==> images/congestion.png <==
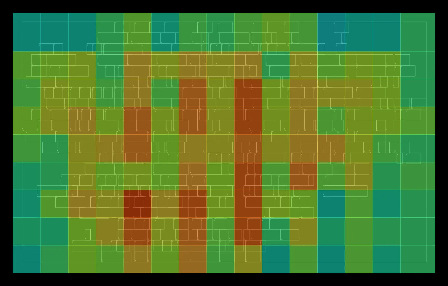
==> images/metal_density.png <==
21 x 13 tiles, from white (low) to dark blue (high), scaled to the fullest tile. Values are wire area over tile area, all layers added.
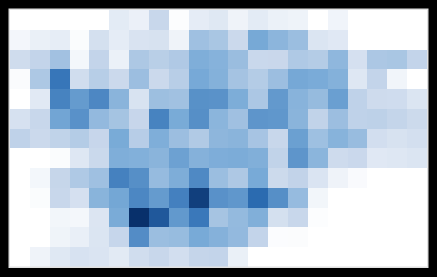
==> images/layer_met1.png <==
The bar under the picture is 20 um long. Cells faint in the background.
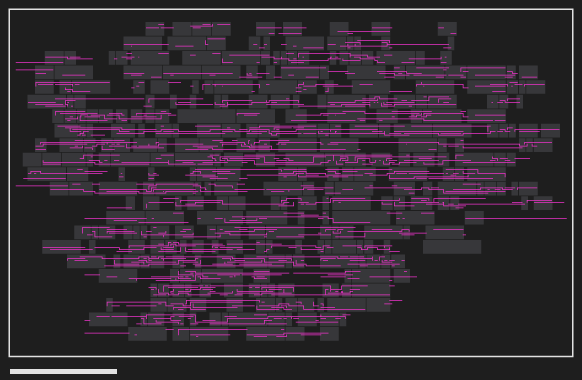
==> images/wires.png <==
The bar under the picture is 20 um long. Two of the layers only.
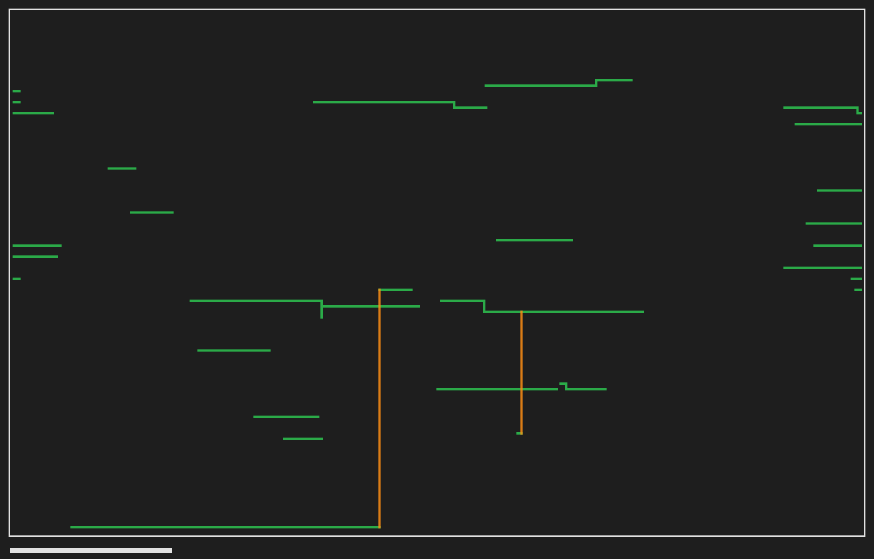
File: src/rtl/seg7_pkg.sv
// Shared constants for the 4-digit 7-segment scanner: segment patterns,
// digit-enable helpers and the BLANK/SHOW scan state type.
package seg7_pkg;

    localparam logic [7:0] SEG_0    = 8'hFC;
    localparam logic [7:0] SEG_1    = 8'h60;
    localparam logic [7:0] SEG_2    = 8'hDA;
    localparam logic [7:0] SEG_3    = 8'hF2;
    localparam logic [7:0] SEG_4    = 8'h66;
    localparam logic [7:0] SEG_5    = 8'hB6;
    localparam logic [7:0] SEG_6    = 8'hBE;
    localparam logic [7:0] SEG_7    = 8'hE0;
    localparam logic [7:0] SEG_8    = 8'hFE;
    localparam logic [7:0] SEG_9    = 8'hF6;
    localparam logic [7:0] SEG_DASH = 8'h02;
    localparam logic [7:0] SEG_OFF  = 8'h00;

    localparam logic [3:0] DIG_OFF  = 4'b1111;

    typedef logic [0:0] state_t;
    localparam state_t ST_BLANK = 1'b0;
    localparam state_t ST_SHOW  = 1'b1;

    // Enables are active-low, so the selected digit is the single zero bit.
    function automatic logic [3:0] digEnable(input logic [1:0] idx);
        digEnable = ~(4'b0001 << idx);
    endfunction

endpackage

File: src/rtl/seg_scan_4dig_if.sv
// Valid/ready handshake carrying a 4-digit BCD word into the display scanner.
interface seg_scan_4dig_if;
    logic        i_valid;
    logic [15:0] i_bcd;
    logic        o_ready;

    modport master (output i_valid, output i_bcd, input  o_ready);
    modport slave  (input  i_valid, input  i_bcd, output o_ready);
endinterface

File: src/rtl/seg7_decode.sv
// Combinational BCD-to-7-segment decoder; non-decimal nibbles show a dash.
module seg7_decode
    import seg7_pkg::*;
(
    input  logic [3:0] i_nib,
    output logic [7:0] o_seg
);

    always_comb begin
        o_seg = SEG_DASH;
        case (i_nib)
            4'd0:    o_seg = SEG_0;
            4'd1:    o_seg = SEG_1;
            4'd2:    o_seg = SEG_2;
            4'd3:    o_seg = SEG_3;
            4'd4:    o_seg = SEG_4;
            4'd5:    o_seg = SEG_5;
            4'd6:    o_seg = SEG_6;
            4'd7:    o_seg = SEG_7;
            4'd8:    o_seg = SEG_8;
            4'd9:    o_seg = SEG_9;
            default: o_seg = SEG_DASH;
        endcase
    end

endmodule

File: src/rtl/seg_scan_4dig.sv
// Multiplexed 4-digit 7-segment scanner with a one-deep pending buffer.
// Define SEG_SCAN_LZB_EN to enable leading-zero blanking on digits 3..1.
module seg_scan_4dig
    import seg7_pkg::*;
#(
    parameter int SCAN_DIV  = 27_000,
    parameter int BLANK_CYC = 270
) (
    input  logic                  i_clk,
    input  logic                  i_rst,
    seg_scan_4dig_if.slave        io_bus,
    output logic [7:0]            o_seg,
    output logic [3:0]            o_dig
);

    localparam int CW = (SCAN_DIV > 1) ? $clog2(SCAN_DIV) : 1;

    logic [CW-1:0] r_cnt;
    logic [1:0]    r_idx;
    state_t        r_state;
    logic [15:0]   r_pend;
    logic          r_pendValid;
    logic [15:0]   r_disp;

    logic          w_cntLast;
    logic [CW-1:0] w_cntNext;
    logic          w_frameStart;
    logic          w_xfer;
    logic [15:0]   w_dispNow;
    logic [3:0]    w_nib;
    logic [7:0]    w_decSeg;
    logic          w_lzbBlank;

    assign w_cntLast    = (r_cnt == CW'(SCAN_DIV - 1));
    assign w_cntNext    = w_cntLast ? '0 : r_cnt + CW'(1);
    assign w_frameStart = (r_cnt == '0) && (r_idx == 2'd0);
    assign w_xfer       = io_bus.i_valid && io_bus.o_ready;

    // Ready only looks at the pending flag (and reset), never at i_valid.
    assign io_bus.o_ready = !r_pendValid && !i_rst;

    // On the first cycle of a frame the pending word is already what gets shown.
    assign w_dispNow = (w_frameStart && r_pendValid) ? r_pend : r_disp;

    always_comb begin
        w_nib = w_dispNow[3:0];
        case (r_idx)
            2'd0: w_nib = w_dispNow[3:0];
            2'd1: w_nib = w_dispNow[7:4];
            2'd2: w_nib = w_dispNow[11:8];
            2'd3: w_nib = w_dispNow[15:12];
            default: w_nib = w_dispNow[3:0];
        endcase
    end

`ifdef SEG_SCAN_LZB_EN
    always_comb begin
        w_lzbBlank = 1'b0;
        case (r_idx)
            2'd1: w_lzbBlank = (w_dispNow[15:4]  == 12'h000);
            2'd2: w_lzbBlank = (w_dispNow[15:8]  == 8'h00);
            2'd3: w_lzbBlank = (w_dispNow[15:12] == 4'h0);
            default: w_lzbBlank = 1'b0;
        endcase
    end
`else
    assign w_lzbBlank = 1'b0;
`endif

    seg7_decode u_decode (
        .i_nib (w_nib),
        .o_seg (w_decSeg)
    );

    always_ff @(posedge i_clk) begin
        if (i_rst) begin
            r_cnt   <= '0;
            r_idx   <= 2'd0;
            r_state <= (BLANK_CYC > 0) ? ST_BLANK : ST_SHOW;
        end else begin
            r_cnt   <= w_cntNext;
            r_state <= (int'(w_cntNext) < BLANK_CYC) ? ST_BLANK : ST_SHOW;
            if (w_cntLast) begin
                r_idx <= r_idx + 2'd1;
            end
        end
    end

    // A transfer can only happen while pending is empty, so it never races the frame move.
    always_ff @(posedge i_clk) begin
        if (i_rst) begin
            r_pend      <= 16'h0000;
            r_pendValid <= 1'b0;
            r_disp      <= 16'h0000;
        end else begin
            if (w_frameStart && r_pendValid) begin
                r_disp <= r_pend;
            end
            if (w_xfer) begin
                r_pend      <= io_bus.i_bcd;
                r_pendValid <= 1'b1;
            end else if (w_frameStart) begin
                r_pendValid <= 1'b0;
            end
        end
    end

    always_ff @(posedge i_clk) begin
        if (i_rst) begin
            o_seg <= SEG_OFF;
            o_dig <= DIG_OFF;
        end else if (r_state == ST_BLANK) begin
            o_seg <= SEG_OFF;
            o_dig <= DIG_OFF;
        end else begin
            o_seg <= w_lzbBlank ? SEG_OFF : w_decSeg;
            o_dig <= digEnable(r_idx);
        end
    end

endmodule

File: src/flat_wrapper.sv
// flat-port wrapper written by rule: the top's interface ports become plain ports
module seg_scan_4dig_flat import seg7_pkg::*;
#(
    parameter int SCAN_DIV  = 27_000,
    parameter int BLANK_CYC = 270
)
  (i_clk, i_rst, o_seg, o_dig, io_bus_i_valid, io_bus_i_bcd, io_bus_o_ready);
  seg_scan_4dig_if io_bus_i ();
  input  logic i_clk;
  input  logic i_rst;
  output logic [7:0] o_seg;
  output logic [3:0] o_dig;
  input wire logic [$bits(io_bus_i.i_valid)-1:0] io_bus_i_valid;
  input wire logic [$bits(io_bus_i.i_bcd)-1:0] io_bus_i_bcd;
  output wire logic [$bits(io_bus_i.o_ready)-1:0] io_bus_o_ready;
  assign io_bus_i.i_valid = io_bus_i_valid;
  assign io_bus_i.i_bcd = io_bus_i_bcd;
  assign io_bus_o_ready = io_bus_i.o_ready;
  seg_scan_4dig #(.SCAN_DIV(SCAN_DIV), .BLANK_CYC(BLANK_CYC)) u_core (.i_clk(i_clk), .i_rst(i_rst), .io_bus(io_bus_i), .o_seg(o_seg), .o_dig(o_dig));
endmodule
File: config.mk
export PLATFORM = sky130hd
export DESIGN_NAME = seg_scan_4dig_flat
export DESIGN_NICKNAME = d
export VERILOG_FILES = /design/src/rtl/seg7_pkg.sv /design/src/rtl/seg_scan_4dig_if.sv /design/src/rtl/seg7_decode.sv /design/src/rtl/seg_scan_4dig.sv /design/src/flat_wrapper.sv
export SDC_FILE = /design/constraint.sdc
export NUM_CORES = 1
export LEC_CHECK = 0
export CAP_MARGIN = 0
export CORE_ASPECT_RATIO = 0.6
export CORE_MARGIN = 2
export CORE_UTILIZATION = 48
export CTS_BUF_LIST = sky130_fd_sc_hd__clkbuf_2
export DETAILED_ROUTE_END_ITERATION = 6
export PLACE_DENSITY = 0.77
export SLEW_MARGIN = 20
export SYNTH_ARGS = -nofsm -noshare
export SYNTH_HDL_FRONTEND = slang
export SYNTH_HIERARCHICAL = 1
export SYNTH_SLANG_ARGS = --single-unit
File: constraint.sdc
create_clock -name i_clk -period 3.8 [get_ports i_clk]
set_input_delay 0.76 -clock i_clk [delete_from_list [all_inputs] [get_ports i_clk]]
set_output_delay 0.76 -clock i_clk [all_outputs]
set_load 0.03 [all_outputs]
==> Table 3: Implementation characteristics <==
Physical design parameters

Parameter                              Value

Synthesis
  Yosys warns .................. 6
  Area share of the largest cell type after synthesis .................. 42.73%
  Synth area leader .................. sky130_fd_sc_hd__dfxtp_1
  Cell count in the Yosys report .................. 311
  Post-synth top cells .................. sky130_fd_sc_hd__dfxtp_1 (63), sky130_fd_sc_hd__nand2_1 (29), sky130_fd_sc_hd__nor2_1 (28), sky130_fd_sc_hd__o21ai_0 (18), sky130_fd_sc_hd__nand2b_1 (17)
  Post-synth area hogs .................. sky130_fd_sc_hd__dfxtp_1 (43%), sky130_fd_sc_hd__ha_1 (5.5%), sky130_fd_sc_hd__mux2_2 (4.2%), sky130_fd_sc_hd__nand2_1 (3.7%), sky130_fd_sc_hd__nand2b_1 (3.6%)
  EDFF count, synth .................. 0
  Most numerous cell in the Yosys netlist .................. sky130_fd_sc_hd__dfxtp_1
  Post-Syn Area per Cell .................. 9.491 sq um
  Yosys cell types .................. 48
  Total cell area reported by yosys after synthesis .................. 2952 sq um
  Post-synthesis instance area .................. 2952 sq um

Job
  Reported max-cap violation count .................. 0

CTS
  Clock tree from TritonCTS .................. yes
  Clock root buffer master .................. sky130_fd_sc_hd__clkbuf_2
  Sink Count .................. 63
  Cell resize tally after clock tree synthesis .................. 0
  Clock latency of the later-clocked register in the worst-skew pair .................. 0.49 ns
  Clock transition at the registers of the reported paths .................. 0.19 ns

Worst setup path
  Signal arrival time at the worst endpoint .................. 3.66 ns
  Worst setup slack for register-to-register paths .................. 0.54 ns
  Critical path's top delay family .................. simple AND/OR/NAND/NOR gates
  Setup crit start kind .................. register
  R2R Path Start .................. u_core/r_idx[0]$_SDFFE_PP0N_
  List of cells traversed by the critical path .................. inv_1 > ha_1 > nor4b_4 > nand4_4 > mux2_2 > a222oi_1 > mux2i_1 > inv_1 > ha_1 > nor2b_1 > o31a_1 > and2_1
  Worst-path maximum fanout .................. 17
  Setup CP Type .................. reg -> reg
  CP required .................. 4.19 ns

Detailed routing
  Mean number of vias per cell .................. 5.007
  Drt first pass iters .................. 5
  Number of design-rule violations left by the first detailed-router iteration .................. 132
  Count of nets left with antenna violations after detail routing .................. 0

Timing
  Minimum setup slack in the final design .................. 0.5353 ns
  Slew at the pin closest to its max-slew limit .................. 0.8914 ns
  Total count of hold-check failures in the final report .................. 0
  Maximum clock rate .................. 0.3063 GHz
  Period utilization .................. 85.91%
  Tightest slew margin relative to the limit .................. 40.57%
  Setup repair after global routing missed its margin .................. false
  Final-layout setup total negative slack .................. 0 ns
  Minimum clock period .................. 3.265 ns

Floorplanning
  Cell Rows .................. 22
  Placeable core area .................. 6028 sq um
  Die Y-Extent .................. 64.74 um
  Io pins .................. 32
  Core utilization at floorplan .................. 48.96%
  Horizontal die size .................. 105.2 um
  Die area .................. 6813 sq um

Global routing
  Maximum number of pins on one net before global-route repair .................. 39
  First-pass GRT wire length .................. 9535 um
  Remaining global-route overflow .................. 0
  Number of antenna violations at the first check in global routing .................. 0

Pwr
  Leakage power total .................. 1.405 nW
  Internal power summed over all cells .................. 1.025 mW
  Total net switching power .................. 311.7 uW
  Clock share of power .................. 39.6%
  Worst VDD drop .................. 0.1576 mV
  Share of total power consumed by net switching .................. 23.32%

Final layout
  Area overhead of the layout relative to synthesis .................. 16.41%
  Most numerous logic cell after layout .................. sky130_fd_sc_hd__dfxtp_1
  Layout cells sized above 1 .................. 11.14%
  ANT cells .................. 0
  Top cells excl fill/tap .................. sky130_fd_sc_hd__dfxtp_1 (63), sky130_fd_sc_hd__clkdlybuf4s50_1 (31), sky130_fd_sc_hd__nand2_1 (29), sky130_fd_sc_hd__nor2_1 (28), sky130_fd_sc_hd__o21ai_0 (18)

Status
  Outcome .................. complete, no violations

Place
  PortBufs .................. 31
  Worst Setup Slack post-DPL .................. 0.5868 ns

Hold path
  Min-Delay Startpoint .................. u_core/r_pend[2]$_SDFFE_PP0P_
About congestion.png:
Most Used Layer, Global Route: met1
share of the core filled with cells: 56.99%

About metal_density.png:
nearly empty tiles: 21%
densest ninth of the die: centre
mean over tiles: 0.13
total detailed-routing wirelength: 5675 um
final routed wire length divided by cell count: 13.35 um
overall via count from detail_route: 2,128
combined global-route utilization of all metal layers: 18.23%

About layer_met1.png:
wire length on this layer: 3,130 um
share of all routed wire: 55%
global-route met1 utilization: 26.20%

About wires.png:
| colour | layer | wire length |
|---|---|---|
| orange | metal 4 | 44.2 um |
| green | metal 3 | 263 um |

-- cell type report --
class                           instances  area [sq um]
Fill cell                             515          2592
Clock inverter                          6         108.9
Multi-Input combinational cell        218          1548
Clock buffer                           10         50.05
Tap cell                               84         105.1
Inverter                               12         45.04
Sequential cell                        63          1261
Timing Repair Buffer                   32         317.8
-- worst paths after layout --
kind | end | depth (start not counted)
worst max-delay path | u_core/o_seg[2]$_SDFF_PP0_ | 12
worst min register to register | u_core/r_pend[2]$_SDFFE_PP0P_ | 2
worst max register to register | u_core/o_seg[2]$_SDFF_PP0_ | 12
worst min-delay path | u_core/r_pend[2]$_SDFFE_PP0P_ | 2
-- worst reg2reg max path, stage by stage, from the launching register on --
cell                       delay, ns
sky130_fd_sc_hd__dfxtp_1        0.39
sky130_fd_sc_hd__inv_1          0.12
sky130_fd_sc_hd__ha_1           0.19
sky130_fd_sc_hd__nor4b_4        0.25
sky130_fd_sc_hd__nand4_4        0.35
sky130_fd_sc_hd__mux2_2         0.35
sky130_fd_sc_hd__a222oi_1       0.09
sky130_fd_sc_hd__mux2i_1        0.51
sky130_fd_sc_hd__inv_1          0.18
sky130_fd_sc_hd__ha_1           0.24
sky130_fd_sc_hd__nor2b_1        0.13
sky130_fd_sc_hd__o31a_1         0.25
sky130_fd_sc_hd__and2_1         0.13
-- registers in the layout, summed over array words and instances (netlist names) --
name and cells:
u_core/r_disp 16, u_core/r_pend 16, u_core/r_cnt 15, u_core/o_seg 8
u_core/o_dig 4, u_core/r_idx 2, u_core/r_pendValid 1, u_core/r_state 1
-- through the flow --
stage,area (sq um),hold WS [ns],utilization (%),cells,total power [mW]
finish,3436,0.4884,56.99,425,1.337
global route,3436,0.5147,56.99,425,1.392
CTS,3436,0.4916,56.99,425,1.353
detailed placement,3277,0.4688,54.36,409,0.8206
global placement,3277,0.4640,54.36,409,0.8179
floorplan,2952,0.4467,-,311,0.7865
-- cells by family (layout without fill, tap and decap cells) --
kind of cell	after synthesis	in the layout	share of synthesized area (%)
multiplexers	23	23	8.606
other	1	1	0.1271
AND-OR/OR-AND	39	39	8.944
flip-flops	63	63	42.73
AND/OR/NAND/NOR	126	126	24.50
XOR/XNOR	16	16	4.748
buffers and inverters	30	60	4.832
adder cells (fa/ha/maj)	13	13	5.511
-- metal layers --
layer  routed length, um  vias up  global-route usage (%)
li1                    -     1101                       -
met1                3125      980                   26.20
met2                2243       43                   24.60
met3                 263        4                   6.539
met4                  44        0                   7.000
met5                   0        -                       0
-- power by group through the flow --
stage / combinational (mW) / sequential (mW) / clock [mW]
final: 0.111 / 0.697 / 0.529
after CTS: 0.111 / 0.697 / 0.545
after floorplan: 0.0827 / 0.704 / 0
after global placement: 0.108 / 0.710 / 0
after detailed placement: 0.110 / 0.710 / 0
after global routing: 0.123 / 0.699 / 0.569
No activity file was given, so power comes from the tool's default toggle rates.
